[src/rtl/morse_seq.sv]
// Morse symbol sequencer: snapshots five recorded pulse durations, classifies
// them into a dot/dash code one entry per cycle, hands the symbol downstream, then clears the recorder.
module morse_seq #(
  parameter int WID       = 32,
  parameter int DOT_MAX   = 10,
  parameter int MIN_PULSE = 1,
  parameter int CLR_CYC   = 2
) (
  input  logic             clk,
  input  logic             reset,
  input  logic             enable,
  input  logic             rec_end,
  input  logic [5*WID-1:0] rec_value,
  output logic             rec_clr,
  output logic [4:0]       sym_code,
  output logic [2:0]       sym_len,
  output logic             sym_err,
  output logic             sym_valid,
  input  logic             sym_ready,
  output logic             busy,
  output logic [7:0]       sym_cnt
);

  typedef enum logic [1:0] {IDLE, SCAN, OUT, CLEAR} state_t;

  typedef struct packed {
    logic [4:0] code;
    logic [2:0] len;
    logic       err;
  } sym_t;

  state_t               state_q, state_d;
  logic                 rec_end_q;
  logic [4:0][WID-1:0]  shad_q, shad_d;
  logic [2:0]           idx_q, idx_d;
  sym_t                 work_q, work_d, out_q, out_d;
  logic                 zero_q, zero_d;
  logic                 valid_q, valid_d;
  logic                 clr_q, clr_d;
  logic                 busy_q, busy_d;
  logic [7:0]           cnt_q, cnt_d;
  logic [7:0]           clr_cnt_q, clr_cnt_d;

  logic [WID-1:0]       entry;
  sym_t                 step;
  logic                 step_zero;

  // One SCAN step. A short pulse also terminates the symbol so that code
  // bits can never land at or above the pulse count.
  always_comb begin
    entry     = shad_q[idx_q];
    step      = work_q;
    step_zero = zero_q;
    if (entry == '0) begin
      step_zero = 1'b1;
    end else if (zero_q || (entry < WID'(MIN_PULSE))) begin
      step.err  = 1'b1;
      step_zero = 1'b1;
    end else begin
      step.code[idx_q] = (entry > WID'(DOT_MAX));
      step.len         = work_q.len + 3'd1;
    end
  end

  always_comb begin
    state_d   = state_q;
    shad_d    = shad_q;
    idx_d     = idx_q;
    work_d    = work_q;
    out_d     = out_q;
    zero_d    = zero_q;
    valid_d   = valid_q;
    clr_d     = clr_q;
    busy_d    = busy_q;
    cnt_d     = cnt_q;
    clr_cnt_d = clr_cnt_q;
    case (state_q)
      IDLE: begin
        if (enable && rec_end && !rec_end_q) begin
          shad_d  = rec_value;
          work_d  = '0;
          zero_d  = 1'b0;
          idx_d   = '0;
          busy_d  = 1'b1;
          state_d = SCAN;
        end
      end
      SCAN: begin
        work_d = step;
        zero_d = step_zero;
        idx_d  = idx_q + 3'd1;
        if (idx_q == 3'd4) begin
          out_d = step;
          if (step.len == 3'd0) out_d.err = 1'b1;
          idx_d   = '0;
          valid_d = 1'b1;
          state_d = OUT;
        end
      end
      OUT: begin
        if (sym_ready) begin
          cnt_d     = cnt_q + 8'd1;
          valid_d   = 1'b0;
          clr_d     = 1'b1;
          clr_cnt_d = '0;
          state_d   = CLEAR;
        end
      end
      CLEAR: begin
        if (clr_cnt_q == 8'(CLR_CYC - 1)) begin
          clr_d   = 1'b0;
          busy_d  = 1'b0;
          state_d = IDLE;
        end else begin
          clr_cnt_d = clr_cnt_q + 8'd1;
        end
      end
      default: state_d = IDLE;
    endcase
  end

  // rec_end_q resets high so a recording held across reset release is not an edge.
  always_ff @(posedge clk or negedge reset) begin
    if (!reset) begin
      state_q   <= IDLE;
      rec_end_q <= 1'b1;
      shad_q    <= '0;
      idx_q     <= '0;
      work_q    <= '0;
      out_q     <= '0;
      zero_q    <= 1'b0;
      valid_q   <= 1'b0;
      clr_q     <= 1'b0;
      busy_q    <= 1'b0;
      cnt_q     <= '0;
      clr_cnt_q <= '0;
    end else begin
      state_q   <= state_d;
      rec_end_q <= rec_end;
      shad_q    <= shad_d;
      idx_q     <= idx_d;
      work_q    <= work_d;
      out_q     <= out_d;
      zero_q    <= zero_d;
      valid_q   <= valid_d;
      clr_q     <= clr_d;
      busy_q    <= busy_d;
      cnt_q     <= cnt_d;
      clr_cnt_q <= clr_cnt_d;
    end
  end

  assign rec_clr   = clr_q;
  assign sym_code  = out_q.code;
  assign sym_len   = out_q.len;
  assign sym_err   = out_q.err;
  assign sym_valid = valid_q;
  assign busy      = busy_q;
  assign sym_cnt   = cnt_q;

endmodule
[config.mk]
export PLATFORM = sky130hd
export DESIGN_NAME = morse_seq
export DESIGN_NICKNAME = d
export VERILOG_FILES = /design/src/rtl/morse_seq.sv
export SDC_FILE = /design/constraint.sdc
export NUM_CORES = 1
export LEC_CHECK = 0
export ABC_CLOCK_PERIOD_IN_PS = 3100
export CAP_MARGIN = 20
export CORE_AREA = 8 8 140 240
export CTS_BUF_LIST = sky130_fd_sc_hd__clkbuf_8
export CTS_CLUSTER_DIAMETER = 120
export DETAILED_ROUTE_END_ITERATION = 8
export DIE_AREA = 0 0 148 248
export SLEW_MARGIN = 20
export SYNTH_ARGS = -nofsm -noshare
export SYNTH_HDL_FRONTEND = slang
export SYNTH_SLANG_ARGS = --single-unit
[constraint.sdc]
create_clock -name clk -period 3.1 [get_ports clk]
set_input_delay 0.31 -clock clk [delete_from_list [all_inputs] [get_ports clk]]
set_output_delay 0.31 -clock clk [all_outputs]
set_load 0.05 [all_outputs]
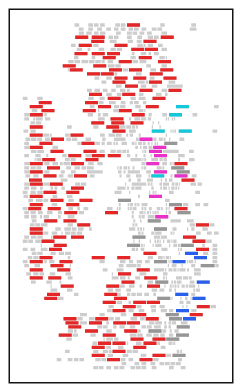
Figure 1: run 1, register map, names as in the netlist.
(1.5 px per um)
Key: work_q = magenta [placed flops 9]; clr_cnt_q = blue [placed flops 8, where lower right]; sym_code = cyan [placed flops 5]; shad_q = red [placed flops 160]
Another 22 sequential cells are not colored.

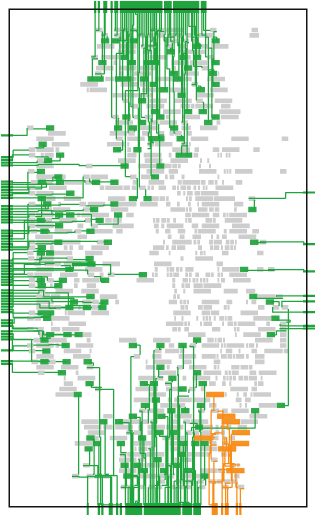
Figure 2: run 1, port wiring.
(2 px per um)
Key: sym_cnt = orange [direction output, edge bottom, end cells 8, buffers 8, wire 415 um]; rec_value = green [direction input, edge 56 left, 51 top, 45 bottom, 8 right, end cells 160, buffers 160, wire 6600 um]

==> results.sh, run 1 <==
# source this file to load flow results
export IMPL_max_cap_violations=0
export IMPL_post_place_cells=1252
export IMPL_clock_power_share=0.233
export IMPL_drtIter0Drc=209
export IMPL_async_flop_share=1.000
export IMPL_min_from="rec_end"
export IMPL_cts_sinks=204
export IMPL_clk_root_buffer_cell="clkbuf_8"
export IMPL_yosys_warnings=0
export IMPL_cp_max_fo=6
export IMPL_max_stage_delay_ns=0.72
export IMPL_path_delay_family="simple AND/OR/NAND/NOR gates"
export IMPL_initial_utilization=0.2940
export IMPL_path_cells="nor4_1 -> buf_4 -> nand3_1 -> nand3_1 -> nand3_1 -> or4_1 -> nor3_2 -> o31ai_2"
export IMPL_die_y_um=248
export IMPL_outcome="finished clean"
export IMPL_area_leaders="dfrtp_1, mux2_2, nor4_1"
export IMPL_synth_distinct_cells=57
export IMPL_max_freq_mhz=379.9
export IMPL_vias=6113
export IMPL_final_nets=1070
export IMPL_drc=0
export IMPL_die_area_sq_um=36700
export IMPL_rr_startpoint="shad_q[27]"
export IMPL_cp_end_kind="flop"
export IMPL_first_global_vias=6733
export IMPL_p_sw_frac=0.3256
export IMPL_io_pins=185
export IMPL_grt_first_pass_wirelength_um=37540
export IMPL_cts_resized=0
export IMPL_cp_arrival_ns=3.06
export IMPL_critPathLaunch="shad_q[27]"
export IMPL_slowest_stage="or4_1"
export IMPL_comb_power_share=0.325
export IMPL_drv_slew=0
export IMPL_synthFlopType="dfrtp_1"
export IMPL_edf_count=0
export IMPL_cts_tree="done"
export IMPL_synth_cells=691
export IMPL_syn_nets=867
export IMPL_instances_no_fill=1312
export IMPL_p_seq_frac=0.442
export IMPL_ys_ff=204
export IMPL_path_common_cell="nand3_1"
export IMPL_via_per_inst=4.659
export IMPL_hold_viol_final=0
export IMPL_common_cells="dfrtp_1, mux2_2, nand2_1, nor2_1, clkbuf_1"
export IMPL_grt_use_total=0.1315
export IMPL_hpwlAfterDp_um=18210
export IMPL_max_slew_margin_rel=0.4827
export IMPL_wl_per_cell_um=18.31
export IMPL_drive_above_1_share=0.2715
export IMPL_clk_path_buf_depth=3
export IMPL_power_internal_mw=7.073
export IMPL_setup_violations=0
export IMPL_fin_crit_sh=0.8491
export IMPL_power_density_nw_per_um2=871.9
export IMPL_vdd_drop_max_mv=0.3648
export IMPL_r2r_cells=8
export IMPL_postSynthAreaPerCell_sq_um=12.94
export IMPL_p_leak_nw=5.190
export IMPL_synth_seq_share=0.5709
export IMPL_stdcell_area_sq_um=12030
export IMPL_nFillCells=2969
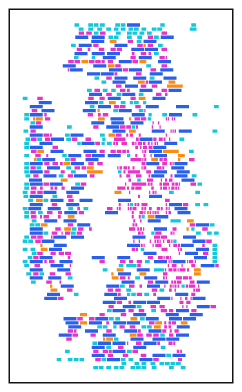
Figure 3: run 1, cells colored by class.
(1.5 px per um)
Key: other buffers and delay cells = cyan [cells 209]; flops = blue [cells 204]; combinational and other logic = magenta [cells 449]; clock drivers and dummy loads = orange [cells 55]

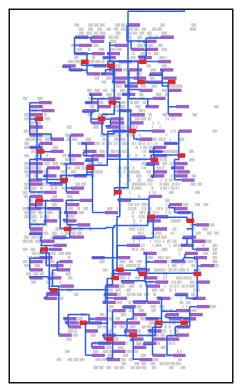
Figure 4: run 1, clock wires, drivers and flops.
(1.5 px per um)
Key: clock drivers = red [count 30]; flip-flops = purple [count 204]; clock wires = blue [length 2900 um]
Position of the flops: all over the die.

run 1: cells by family after synthesis:
kind of cell | share of synthesized area
mux | 0.2177
simple gates | 0.1023
xor+xnor | 0.01469
compound gates | 0.05400
fa+ha+maj | 0.01539
buf+inv | 0.02504
flops | 0.5709
run 1: metal layers:
| layer | wire length [um] | GRT usage |
|---|---|---|
| met1 | 8553 | 0.1343 |
| met5 | 10 | 0 |
| met2 | 13340 | 0.2452 |
| met3 | 1323 | 0.03139 |
| met4 | 792 | 0.06357 |
run 1: stage by stage:
step	hold slack [ns]	util
6_report	0.1710	0.3954
3_5_place_dp	0.4304	0.3720
5_1_grt	0.1362	0.3954
3_3_place_gp	0.4244	0.3720
2_1_floorplan	0.01441	-
4_1_cts	0.1236	0.3951
run 1: layout make-up:
| class | count | area, sq um | share of cell area |
|---|---|---|---|
| tap | 391 | 489.2 | 0.04067 |
| sequential | 204 | 5106 | 0.4245 |
| clock inverter | 15 | 141.4 | 0.01175 |
| antenna | 4 | 10.01 | 0.0008322 |
| timing repair buffer | 209 | 2073 | 0.1724 |
| inverter | 11 | 41.29 | 0.003433 |
| clock buffer | 40 | 550.5 | 0.04577 |
| multi-input combinational | 438 | 3616 | 0.3006 |
run 1: sequential cells by signal (all words and copies together) (netlist names), 2 cells and up:
name and flops:
shad_q 160, work_q 9, clr_cnt_q 8, sym_cnt 8
sym_code 5, idx_q 3, sym_len 3, state_q 2
run 1: placed cells by master, fill, tap and decap left out, drive strengths merged, types with 8 or more instances in the layout:
| cell type | instances |
|---|---|
| mux2 | 162 |
| clkdlybuf4s50 | 183 |
| clkbuf | 41 |
| a21oi | 15 |
| o21ai | 21 |
| nand3 | 25 |
| ha | 11 |
| nor3 | 10 |
| dfrtp | 203 |
| nor2 | 35 |
| xor2 | 8 |
| mux2i | 10 |
| buf | 24 |
| nand4 | 9 |
| nor4 | 27 |
| nand2 | 38 |
| inv | 18 |
run 1: power by group through the flow:
stage / registers [mW] / logic [mW] / clock network, mW
2_1_floorplan: 4.73 / 2.14 / 0
3_3_place_gp: 4.65 / 3.40 / 0
3_5_place_dp: 4.69 / 3.47 / 0
4_1_cts: 4.64 / 3.48 / 2.54
5_1_grt: 4.81 / 3.76 / 2.67
6_report: 4.63 / 3.41 / 2.44
run 1: how the worst max path moves through the flow:
stage,endpoint,slack [ns],cells after the start
3_3_place_gp,sym_code[4],0.42,8
4_1_cts,sym_code[4],0.35,8
6_report,sym_code[4],0.47,8
2_1_floorplan,clr_cnt_q[5],0.90,9
3_5_place_dp,sym_code[4],0.41,8
5_1_grt,work_q[7],0.27,7
run 1: repair_timing:
action | CTS | global route
endpoints found under the hold margin | 85 | 0
buffers inserted | 0 | 0
hold buffers | 1 | 0
Figure 5. Cell outlines without signal wires (run 1).
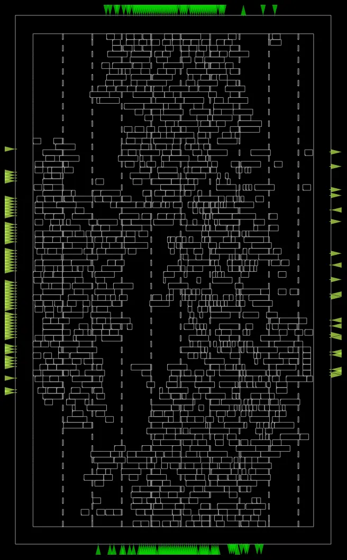

## Run 2: what changed since run 1
- ABC_CLOCK_PERIOD_IN_PS: 3100 -> 2700
- clock period: 3.1 -> 2.7 ns (I/O delays scaled with it)
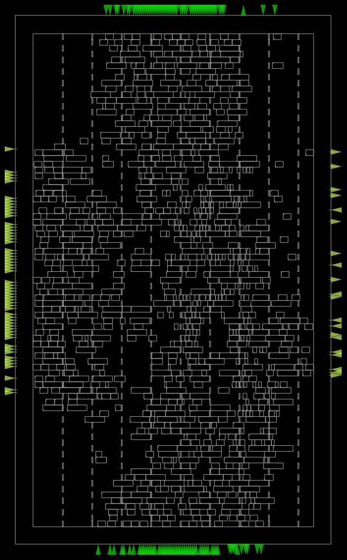
Figure 6: run 2, cell outlines without signal wires.
Site Rows: 85
Filler Cells Inserted: 3000
core box area: 30420 sq um

==> run 2 against run 1 <==
First-iteration DRC count up 26%. Via count is 1.7% higher. Area after synthesis stayed put. Highest routed layer is now met4. Core utilization is 0.30 points higher. Clock-buffer cell count increased by 7. Sequential cell count stayed put. Largest cell class unchanged. Non-clock buffer count is 3 higher. Clock power is 16% higher. Die size is the same. Worst hold slack improved by 0.0094 ns. Synthesized cell count did not move.
==> results.sh, run 2 <==
# source this file to load flow results
export IMPL_outcome="finished clean"
export IMPL_timing_hold_ws_ns=0.1804
export IMPL_slowest_stage="o41a_1"
export IMPL_largest_reg_flops=160
export IMPL_via_per_inst=4.701
export IMPL_io_pins=185
export IMPL_first_global_vias=6729
export IMPL_cp_max_fo=8
export IMPL_synth_cells=691
export IMPL_common_cells="dfrtp_1, mux2_2, nand2_1, nor2_1, clkbuf_1"
export IMPL_die_y_um=248
export IMPL_regMostFlops="shad_q"
export IMPL_edf_count=0
export IMPL_hold_class="in -> reg"
export IMPL_cp_endpoint="sym_code[4]"
export IMPL_cp_end_kind="flop"
export IMPL_cts_tree="done"
export IMPL_drc=0
export IMPL_max_stage_delay_ns=0.62
export IMPL_cts_sinks=204
export IMPL_syn_nets=867
export IMPL_drv_slew=0
export IMPL_wl_per_cell_um=18.42
export IMPL_max_slew_margin_rel=0.3298
export IMPL_clk_root_buffer_cell="clkbuf_8"
export IMPL_path_common_cell="nand3_1"
export IMPL_die_area_sq_um=36700
export IMPL_path_cells="nor4_1 -> buf_4 -> nand3_1 -> o2111ai_1 -> nand3_1 -> o41a_1 -> a21oi_1 -> o31ai_2"
export IMPL_rr_startpoint="shad_q[157]"
export IMPL_drive_above_1_share=0.2854
export IMPL_grt_first_pass_wirelength_um=37560
export IMPL_utilization=0.3984
export IMPL_gp_congestion=0.8097
export IMPL_p_leak_nw=5.219
export IMPL_max_freq_mhz=387.9
export IMPL_total_power_mw=12.16
export IMPL_io_buffers=184
export IMPL_hpwlAfterDp_um=18240
export IMPL_async_flop_share=1.000
export IMPL_vdd_drop_max_mv=0.3601
export IMPL_grt_use_total=0.1334
export IMPL_setup_violations=0
export IMPL_clk_path_buf_depth=3
export IMPL_postSynthAreaPerCell_sq_um=12.94
export IMPL_cp_arrival_ns=2.96
export IMPL_vias=6215
export IMPL_hold_viol_final=0
export IMPL_first_pass_iters=4
export IMPL_synth_distinct_cells=57
export IMPL_fin_skew_ns=0.02693
export IMPL_critPathLaunch="shad_q[157]"
export IMPL_fin_crit_sh=0.9547
export IMPL_area_leaders="dfrtp_1, mux2_2, nor4_1"
export IMPL_final_common_cell="dfrtp_1"
export IMPL_initial_utilization=0.2940
export IMPL_top_regs="shad_q x160, work_q x9"
export IMPL_synthFlopType="dfrtp_1"
export IMPL_max_cap_violations=0
-- run 2: cell counts after synthesis --
No cell type changed its count.
-- run 2: cell families (layout without fill, tap and decap cells) --
group,Yosys count,in the layout,share of synthesized area
other cells,0,6,0
compound gates,68,68,0.05400
fa+ha+maj,11,11,0.01539
simple gates,171,171,0.1023
flops,204,204,0.5709
buf+inv,49,283,0.02504
xor+xnor,15,15,0.01469
mux,173,173,0.2177
-- run 2: routing by layer --
metal  vias up  global-route usage  wire length, um
met5         -                   0                0
met4         0             0.07080              861
met3        43             0.03231             1176
met2       151              0.2487            13660
met1      3086              0.1338             8655
li1       2935                   -                -
-- run 2: final cells by class --
type / count / area [sq um]
tap: 391 / 489.2
antenna: 6 / 15.01
fill: 3000 / 18300
clock inverter: 13 / 62.56
inverter: 11 / 41.29
sequential: 204 / 5106
timing repair buffer: 212 / 2108
clock buffer: 47 / 646.9
multi-input combinational: 438 / 3649
-- run 2: how the worst min path moves through the flow --
stage / endpoint / start
global route: rec_end_q / rec_end
finish: rec_end_q / rec_end
detailed placement: sym_code[2] / reset
global placement: sym_code[1] / reset
floorplan: busy / reset
CTS: rec_end_q / rec_end
-- run 2: what timing repair did --
action | CTS | global route
endpoints found under the hold margin | 56 | 0
resized | 2 | 4
hold buffers | 1 | 0
setup buffers | 0 | 0
endpoints found under the setup margin | 5 | 6
-- run 2: through the flow --
step,instances,area (sq um),TNS (ns),worst slack (ns)
after floorplan,691,8944,0,0.4978
after global placement,1255,11350,-0.1053,-0.02726
after detailed placement,1255,11350,-0.003920,-0.003920
after CTS,1316,12080,0,0.01738
after global routing,1322,12120,0,0.01303
final,1322,12120,0,0.1223
-- run 2: worst max-delay path: cells and delay by family (launching register included) --
family,cells,cell delay [ns]
and+or+nand+nor,3,0.81
buffers and inverters,1,0.19
AOI/OAI and AO/OA,4,1.03
DFF,1,0.39
-- run 2: power by group --
part	switching [mW]	internal [mW]	leakage, nW
Clock	1.28	1.55	0.390
Sequential	0.879	4.46	2.51
Combinational	1.87	2.11	2.32
No activity file was given, so power comes from the tool's default toggle rates.
